===== config.mk =====
export PLATFORM = sky130hd
export DESIGN_NAME = div_duty_monitor
export DESIGN_NICKNAME = d
export VERILOG_FILES = /design/src/rtl/div_mon_pkg.sv /design/src/rtl/div_mon_edge_sampler.sv /design/src/rtl/div_duty_monitor.sv
export SDC_FILE = /design/constraint.sdc
export NUM_CORES = 1
export LEC_CHECK = 0
export CORE_MARGIN = 4
export CORE_UTILIZATION = 40
export DETAILED_ROUTE_END_ITERATION = 8
export SYNTH_ARGS = -nofsm -noshare
export SYNTH_HDL_FRONTEND = slang
export SYNTH_HIERARCHICAL = 1
export SYNTH_SLANG_ARGS = --single-unit

===== constraint.sdc =====
create_clock -name clk -period 3.9 [get_ports clk]
set_clock_uncertainty 0.1 [all_clocks]
set_input_delay 0.78 -clock clk [delete_from_list [all_inputs] [get_ports clk]]
set_output_delay 0.78 -clock clk [all_outputs]
set_load 0.05 [all_outputs]

===== src/rtl/div_mon_pkg.sv =====
// div_mon_pkg: shared types and helpers for the divided-clock duty monitor.
//   - mon_state_e : monitor FSM states (SYNC, TRACK)
//   - DEF_*       : default DIV / LOCK_N / CW values
//   - half_step() : next half-cycle counter values and rise flag for one sample
// Counters are carried at MAX_CW bits inside the helper so that one function
// serves every CW; callers zero-extend on entry and truncate on exit.
package div_mon_pkg;

  typedef enum logic [0:0] {
    SYNC  = 1'b0,
    TRACK = 1'b1
  } mon_state_e;

  localparam int unsigned DEF_DIV    = 3;
  localparam int unsigned DEF_LOCK_N = 4;
  localparam int unsigned DEF_CW     = 6;
  localparam int unsigned MAX_CW     = 16;

  localparam logic [MAX_CW-1:0] CNT_ONE = {{(MAX_CW-1){1'b0}}, 1'b1};

  typedef struct packed {
    logic [MAX_CW-1:0] hi;
    logic [MAX_CW-1:0] lo;
    logic              rise;
  } half_step_t;

  // On a rise the counters restart with the current (high) sample already
  // counted; otherwise the matching counter advances, saturating at cnt_max.
  function automatic half_step_t half_step(input logic [MAX_CW-1:0] hi,
                                           input logic [MAX_CW-1:0] lo,
                                           input logic [MAX_CW-1:0] cnt_max,
                                           input logic              prev,
                                           input logic              smp);
    half_step_t r;
    r.rise = ~prev & smp;
    if (r.rise) begin
      r.hi = CNT_ONE;
      r.lo = '0;
    end else if (smp) begin
      r.hi = (hi == cnt_max) ? hi : hi + CNT_ONE;
      r.lo = lo;
    end else begin
      r.hi = hi;
      r.lo = (lo == cnt_max) ? lo : lo + CNT_ONE;
    end
    return r;
  endfunction

endpackage


===== src/rtl/div_mon_edge_sampler.sv =====
// div_mon_edge_sampler: half-cycle sampling front end of the duty monitor.
// Ports:
//   clk_i    reference clock
//   rst_ni   asynchronous active-low reset
//   div_i    divided clock under test
//   s_neg_o  div_i captured on the falling edge of clk_i (older half, h0)
//   s_pos_o  rising-edge half (h1); it is captured by the monitor's own
//            rising-edge state flops, so it is passed straight through here
// The falling-edge flop lives alone in this module so it can be constrained
// and scan-stitched on its own.
module div_mon_edge_sampler (
  input  logic clk_i,
  input  logic rst_ni,
  input  logic div_i,
  output logic s_neg_o,
  output logic s_pos_o
);

  logic s_neg_q;

  // Falling-edge capture of the divided clock.
  always_ff @(negedge clk_i or negedge rst_ni) begin
    if (!rst_ni) begin
      s_neg_q <= 1'b0;
    end else begin
      s_neg_q <= div_i;
    end
  end

  assign s_neg_o = s_neg_q;
  assign s_pos_o = div_i;

endmodule


===== src/rtl/div_duty_monitor.sv =====
// div_duty_monitor: checks an odd-ratio 50%-duty divided clock at half-cycle
// resolution, reports per-period high/low time, lock and a sticky error.
// Parameters: DIV (expected ratio), LOCK_N (good periods to lock),
//             CW (half-cycle counter width, 2^CW-1 > 2*DIV, CW <= 16).
// Ports:
//   clk, rst_n     reference clock, async active-low reset
//   div_in         divided clock under test
//   period_valid   one-cycle pulse per period verdict
//   meas_high/low  high/low half-cycles of the last closed period
//   locked         LOCK_N consecutive good periods since the last fault
//   err            sticky fault flag, cleared only by reset
//   bad_cnt        saturating bad-period count (tied to 0 unless the
//                  DIV_MON_STATS_EN macro is defined)
module div_duty_monitor
  import div_mon_pkg::*;
#(
  parameter int unsigned DIV    = DEF_DIV,
  parameter int unsigned LOCK_N = DEF_LOCK_N,
  parameter int unsigned CW     = DEF_CW
) (
  input  logic          clk,
  input  logic          rst_n,
  input  logic          div_in,
  output logic          period_valid,
  output logic [CW-1:0] meas_high,
  output logic [CW-1:0] meas_low,
  output logic          locked,
  output logic          err,
  output logic [3:0]    bad_cnt
);

  localparam int unsigned GW = (LOCK_N < 2) ? 1 : $clog2(LOCK_N + 1);
  localparam logic [MAX_CW-1:0] CNT_MAX = MAX_CW'((32'd1 << CW) - 32'd1);
  localparam logic [CW-1:0]     DIV_C   = CW'(DIV);
  localparam logic [CW-1:0]     STALL_C = CW'(2 * DIV);
  localparam logic [GW-1:0]     LOCK_C  = GW'(LOCK_N);

  logic          s_neg_s, s_pos_s;
  logic [1:0]    smp_s;
  half_step_t    step_s;
  logic [CW-1:0] nh_s, nl_s;
  logic          bad_hit_s;

  mon_state_e    state_q, state_d;
  logic [CW-1:0] hi_q, hi_d, lo_q, lo_d;
  logic [CW-1:0] meas_hi_q, meas_hi_d, meas_lo_q, meas_lo_d;
  logic [GW-1:0] good_q, good_d;
  logic          prev_q, prev_d;
  logic          valid_q, valid_d;
  logic          locked_q, locked_d;
  logic          err_q, err_d;

  div_mon_edge_sampler u_sampler (
    .clk_i   (clk),
    .rst_ni  (rst_n),
    .div_i   (div_in),
    .s_neg_o (s_neg_s),
    .s_pos_o (s_pos_s)
  );

  // Next-state logic: walk the two half samples oldest first. Because prev
  // chains from h0 into h1, a rise on h0 forces h0=1 and rules out a second
  // rise on h1, so at most one verdict is produced per clock.
  always_comb begin
    state_d   = state_q;
    hi_d      = hi_q;
    lo_d      = lo_q;
    prev_d    = prev_q;
    good_d    = good_q;
    locked_d  = locked_q;
    err_d     = err_q;
    meas_hi_d = meas_hi_q;
    meas_lo_d = meas_lo_q;
    valid_d   = 1'b0;
    bad_hit_s = 1'b0;
    step_s    = '0;
    nh_s      = '0;
    nl_s      = '0;
    smp_s     = {s_pos_s, s_neg_s};
    for (int i = 0; i < 2; i++) begin
      step_s = half_step(MAX_CW'(hi_d), MAX_CW'(lo_d), CNT_MAX, prev_d, smp_s[i]);
      nh_s   = step_s.hi[CW-1:0];
      nl_s   = step_s.lo[CW-1:0];
      prev_d = smp_s[i];
      case (state_d)
        SYNC: begin
          // Partial first period is discarded: start counting at the rise.
          if (step_s.rise) begin
            hi_d    = nh_s;
            lo_d    = nl_s;
            state_d = TRACK;
          end else begin
            hi_d = '0;
            lo_d = '0;
          end
        end
        TRACK: begin
          if (step_s.rise) begin
            valid_d   = 1'b1;
            meas_hi_d = hi_d;
            meas_lo_d = lo_d;
            if ((hi_d == DIV_C) && (lo_d == DIV_C)) begin
              if (good_d != LOCK_C) begin
                good_d = good_d + GW'(1'b1);
              end else begin
                good_d = good_d;
              end
              locked_d = (good_d == LOCK_C);
            end else begin
              good_d    = '0;
              locked_d  = 1'b0;
              err_d     = 1'b1;
              bad_hit_s = 1'b1;
            end
            hi_d = nh_s;
            lo_d = nl_s;
          end else if ((nh_s > STALL_C) || (nl_s > STALL_C)) begin
            // Stalled clock: no verdict, resynchronise on the next rise.
            err_d    = 1'b1;
            locked_d = 1'b0;
            good_d   = '0;
            hi_d     = '0;
            lo_d     = '0;
            state_d  = SYNC;
          end else begin
            hi_d = nh_s;
            lo_d = nl_s;
          end
        end
        default: begin
          hi_d    = '0;
          lo_d    = '0;
          state_d = SYNC;
        end
      endcase
    end
  end

  // Monitor state and registered outputs.
  always_ff @(posedge clk or negedge rst_n) begin
    if (!rst_n) begin
      state_q   <= SYNC;
      hi_q      <= '0;
      lo_q      <= '0;
      prev_q    <= 1'b1;
      good_q    <= '0;
      locked_q  <= 1'b0;
      err_q     <= 1'b0;
      meas_hi_q <= '0;
      meas_lo_q <= '0;
      valid_q   <= 1'b0;
    end else begin
      state_q   <= state_d;
      hi_q      <= hi_d;
      lo_q      <= lo_d;
      prev_q    <= prev_d;
      good_q    <= good_d;
      locked_q  <= locked_d;
      err_q     <= err_d;
      meas_hi_q <= meas_hi_d;
      meas_lo_q <= meas_lo_d;
      valid_q   <= valid_d;
    end
  end

`ifdef DIV_MON_STATS_EN
  logic [3:0] bad_q;

  // Saturating count of bad-period verdicts; stalls are not counted.
  always_ff @(posedge clk or negedge rst_n) begin
    if (!rst_n) begin
      bad_q <= 4'd0;
    end else if (bad_hit_s && (bad_q != 4'd15)) begin
      bad_q <= bad_q + 4'd1;
    end else begin
      bad_q <= bad_q;
    end
  end

  assign bad_cnt = bad_q;
`else
  logic unused_bad_hit_s;
  assign unused_bad_hit_s = bad_hit_s;
  assign bad_cnt          = 4'd0;
`endif

  assign period_valid = valid_q;
  assign meas_high    = meas_hi_q;
  assign meas_low     = meas_lo_q;
  assign locked       = locked_q;
  assign err          = err_q;

endmodule


Cell outlines without signal wires:
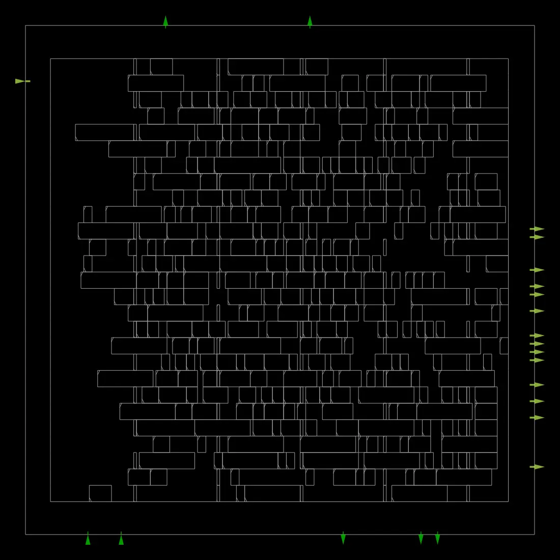
core area: 0.00557 mm²
FF+latch count: 33
cell row count: 27

Cell classes on the final placement:
Drawn at 4 px/µm.
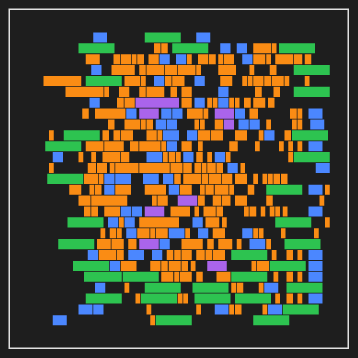
legend:
  blue:
    class: remaining buffers and delay cells
    cells: 69
  green:
    class: registers
    cells: 33
  purple:
    class: clock drivers and dummy loads
    cells: 8
  orange:
    class: remaining logic cells
    cells: 241

I/O nets highlighted:
Drawn at 3 px/µm.
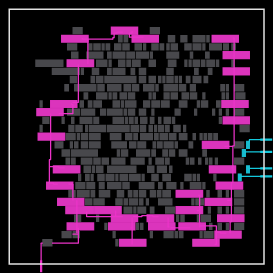
legend:
  magenta:
    port: `rst_n`
    direction: input
    end_cells: 33
    buffers: 2
    wire: 270 µm
  cyan:
    port: `bad_cnt`
    direction: output
    end_cells: 4
    buffers: 0
    wire: 23.0 µm

Signal wires on met1:
Drawn at 6 px/µm. Supply wires on this layer in grey.
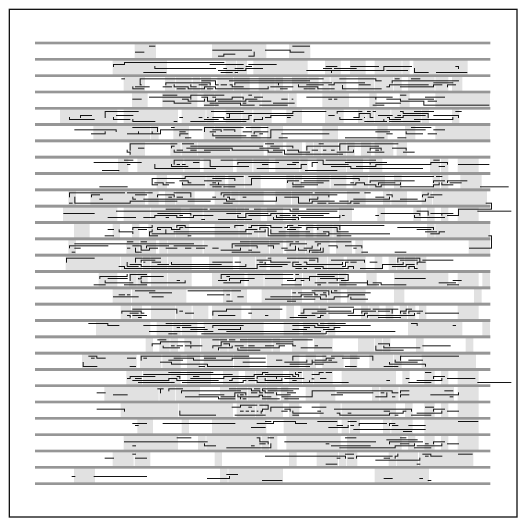
wire length on this layer: 3110 µm
longest straight run: 30.8 µm
nets with wire on the layer: 328
main direction: horizontal

## registers in the layout, summed over array words and instances (netlist names), 3 cells and up
register / flops
good_q: 3
meas_high: 6
meas_low: 6
lo_q: 6
hi_q: 6
## critical path, stage by stage (launching register included)
cell	delay, ns
dfrtn_1	0.51
buf_6	0.13
and3b_1	0.16
a221oi_1	0.32
a21boi_0	0.29
or4_4	0.21
a2bb2oi_2	0.16
nor2_1	0.06
ha_2	0.20
a2111oi_4	0.41
o21ai_4	0.13
o311ai_4	0.35
a32oi_2	0.18
## power breakdown
group          leakage, nW  internal, mW  total [mW]  switching, mW
sequential           0.421         0.374       0.404         0.0299
combinational        0.925         0.112       0.306          0.194
clock               0.0574         0.208       0.340          0.132
## final cells by class
class	instances	area (µm²)
timing repair buffer	69	587
fill	512	2370
tap	72	90.1
multi-input combinational	230	1540
clock inverter	2	37.5
inverter	11	41.3
sequential	33	827
clock buffer	6	82.6
## repair_timing
item                                    CTS  global route
endpoints found under the setup margin   25            25
cloned                                    1             0
pin swaps                                 9             4
gates resized                            28             8
buffers inserted                          2             1
## routing by layer
layer | GRT usage (%) | share of wire (%)
met3 | 3.63 | 4.6
met1 | 27.0 | 47
met2 | 29.0 | 47
met5 | 0 | 0
met4 | 6.04 | 1.2
## cell families (layout without fill, tap and decap cells)
kind of cell / Yosys count / after routing / share of synthesized area, %
xor+xnor: 4 / 4 / 1.50
flops: 33 / 33 / 35.4
compound gates: 84 / 84 / 26.4
fa+ha+maj: 8 / 8 / 4.29
other cells: 1 / 10 / 0.161
simple gates: 121 / 121 / 24.1
buf+inv: 34 / 88 / 6.76
mux: 3 / 3 / 1.34
==> job_summary.md <==
## Implementation flow summary

| Metric | Value |
|---|---|
| ANT nets after route | `0` |
| Remaining global-route overflow | `0` |
| FF-to-FF Start | `u_sampler/s_neg_o` |
| Cell Pwr Density | `327 mW/mm²` |
| Pleak | `1.40 nW` |
| Log Warnings | `31` |
| Synth Seq Share | `35.4%` |
| Tot Pwr | `1.05 mW` |
| Startpoint types | `register` |
| Area leader, netlist | `dfrtp_1` |
| RSZ-0062 raised after global routing | `true` |
| Final cell count without fillers | `423` |
| CTS tree | `built` |
| Syn Std Cell Area | `0.00233 mm²` |
| Die outline height | `84.4 µm` |
| Area growth from synthesis to layout | `37.4%` |
| Max_cap viols | `0` |
| Yosys cell types | `61` |
| Hold EP | `err` |
| Status | `complete, but fails checks` |
| Largest net degree at the start of global routing | `33` |
| Post-Place Cells | `411` |
| Drt drc | `0` |
| Antenna violations before repair | `0` |
| Yosys reg bits | `33` |
| H-Tree Depth | `2` |
| Worst reg2reg setup slack | `-1.44 ns` |
| Synth top area share | `33.2%` |
| Worst Hold Class | `reg2reg` |
| R2R depth | `12` |
| CP max FO | `5` |
| Top cells excl fill/tap | `nand2_1, buf_4, dfrtp_1, nor2_1, o21ai_0` |
| Cells in synth_stat.txt | `288` |
| Min-delay src | `err` |
| Share of layout cells above drive strength 1 | `25.4%` |
| Post-synth EDFFs | `0` |
| Via count | `2287` |
| Synth cell count leaders | `nand2_1, dfrtp_1, nor2_1` |
| Die Wd | `84.4 µm` |
| VDD IR-drop max | `0.000224 V` |
| Clk buf depth | `2` |
| Top cells by area | `dfrtp_1, nand2_1, o21ai_0, ha_1, a21oi_1` |
| Total track usage | `19.0%` |
| Count leader, synth | `nand2_1` |
| Cells on Worst Hold Path | `1` |
| Relative slew slack | `53.0%` |
| Num CTS Buffers | `5` |
| Post-Syn Instances | `288` |
| Final Max Slew Viols | `0` |
| Ys Warns | `6` |
| Dpl hpwl | `4870 µm` |
| I/O Buffers | `17` |
| Post-CTS Hold Buffers | `0` |
| Crit path setup slack, layout | `-1.44 ns` |
| Failing checks | `negative setup slack` |
| Via/cell ratio | `5.41` |
| Antenna diode count | `0` |
| Syn_area_per_cell | `8.10 µm²` |
| DRT Wirelength | `6650 µm` |
| Final Setup Violations | `25` |
| Clk sinks | `33` |
| Setup CP Type | `reg2reg` |
| Latency at later pin | `0.29 ns` |
| Design area | `0.00321 mm²` |
| Final setup TNS | `-25.90 ns` |
| Reg2reg end | `good_q[2]` |
| Dominant logic cell type in the layout | `nand2_1` |
| WHS | `0.382 ns` |
| CP endpoint | `good_q[2]` |
| Vias in the first global route | `2201` |
| Final cell utilization of the core | `57.5%` |
| Dominant register cell | `dfrtp_1` |
No activity file was given, so power comes from the tool's default toggle rates.
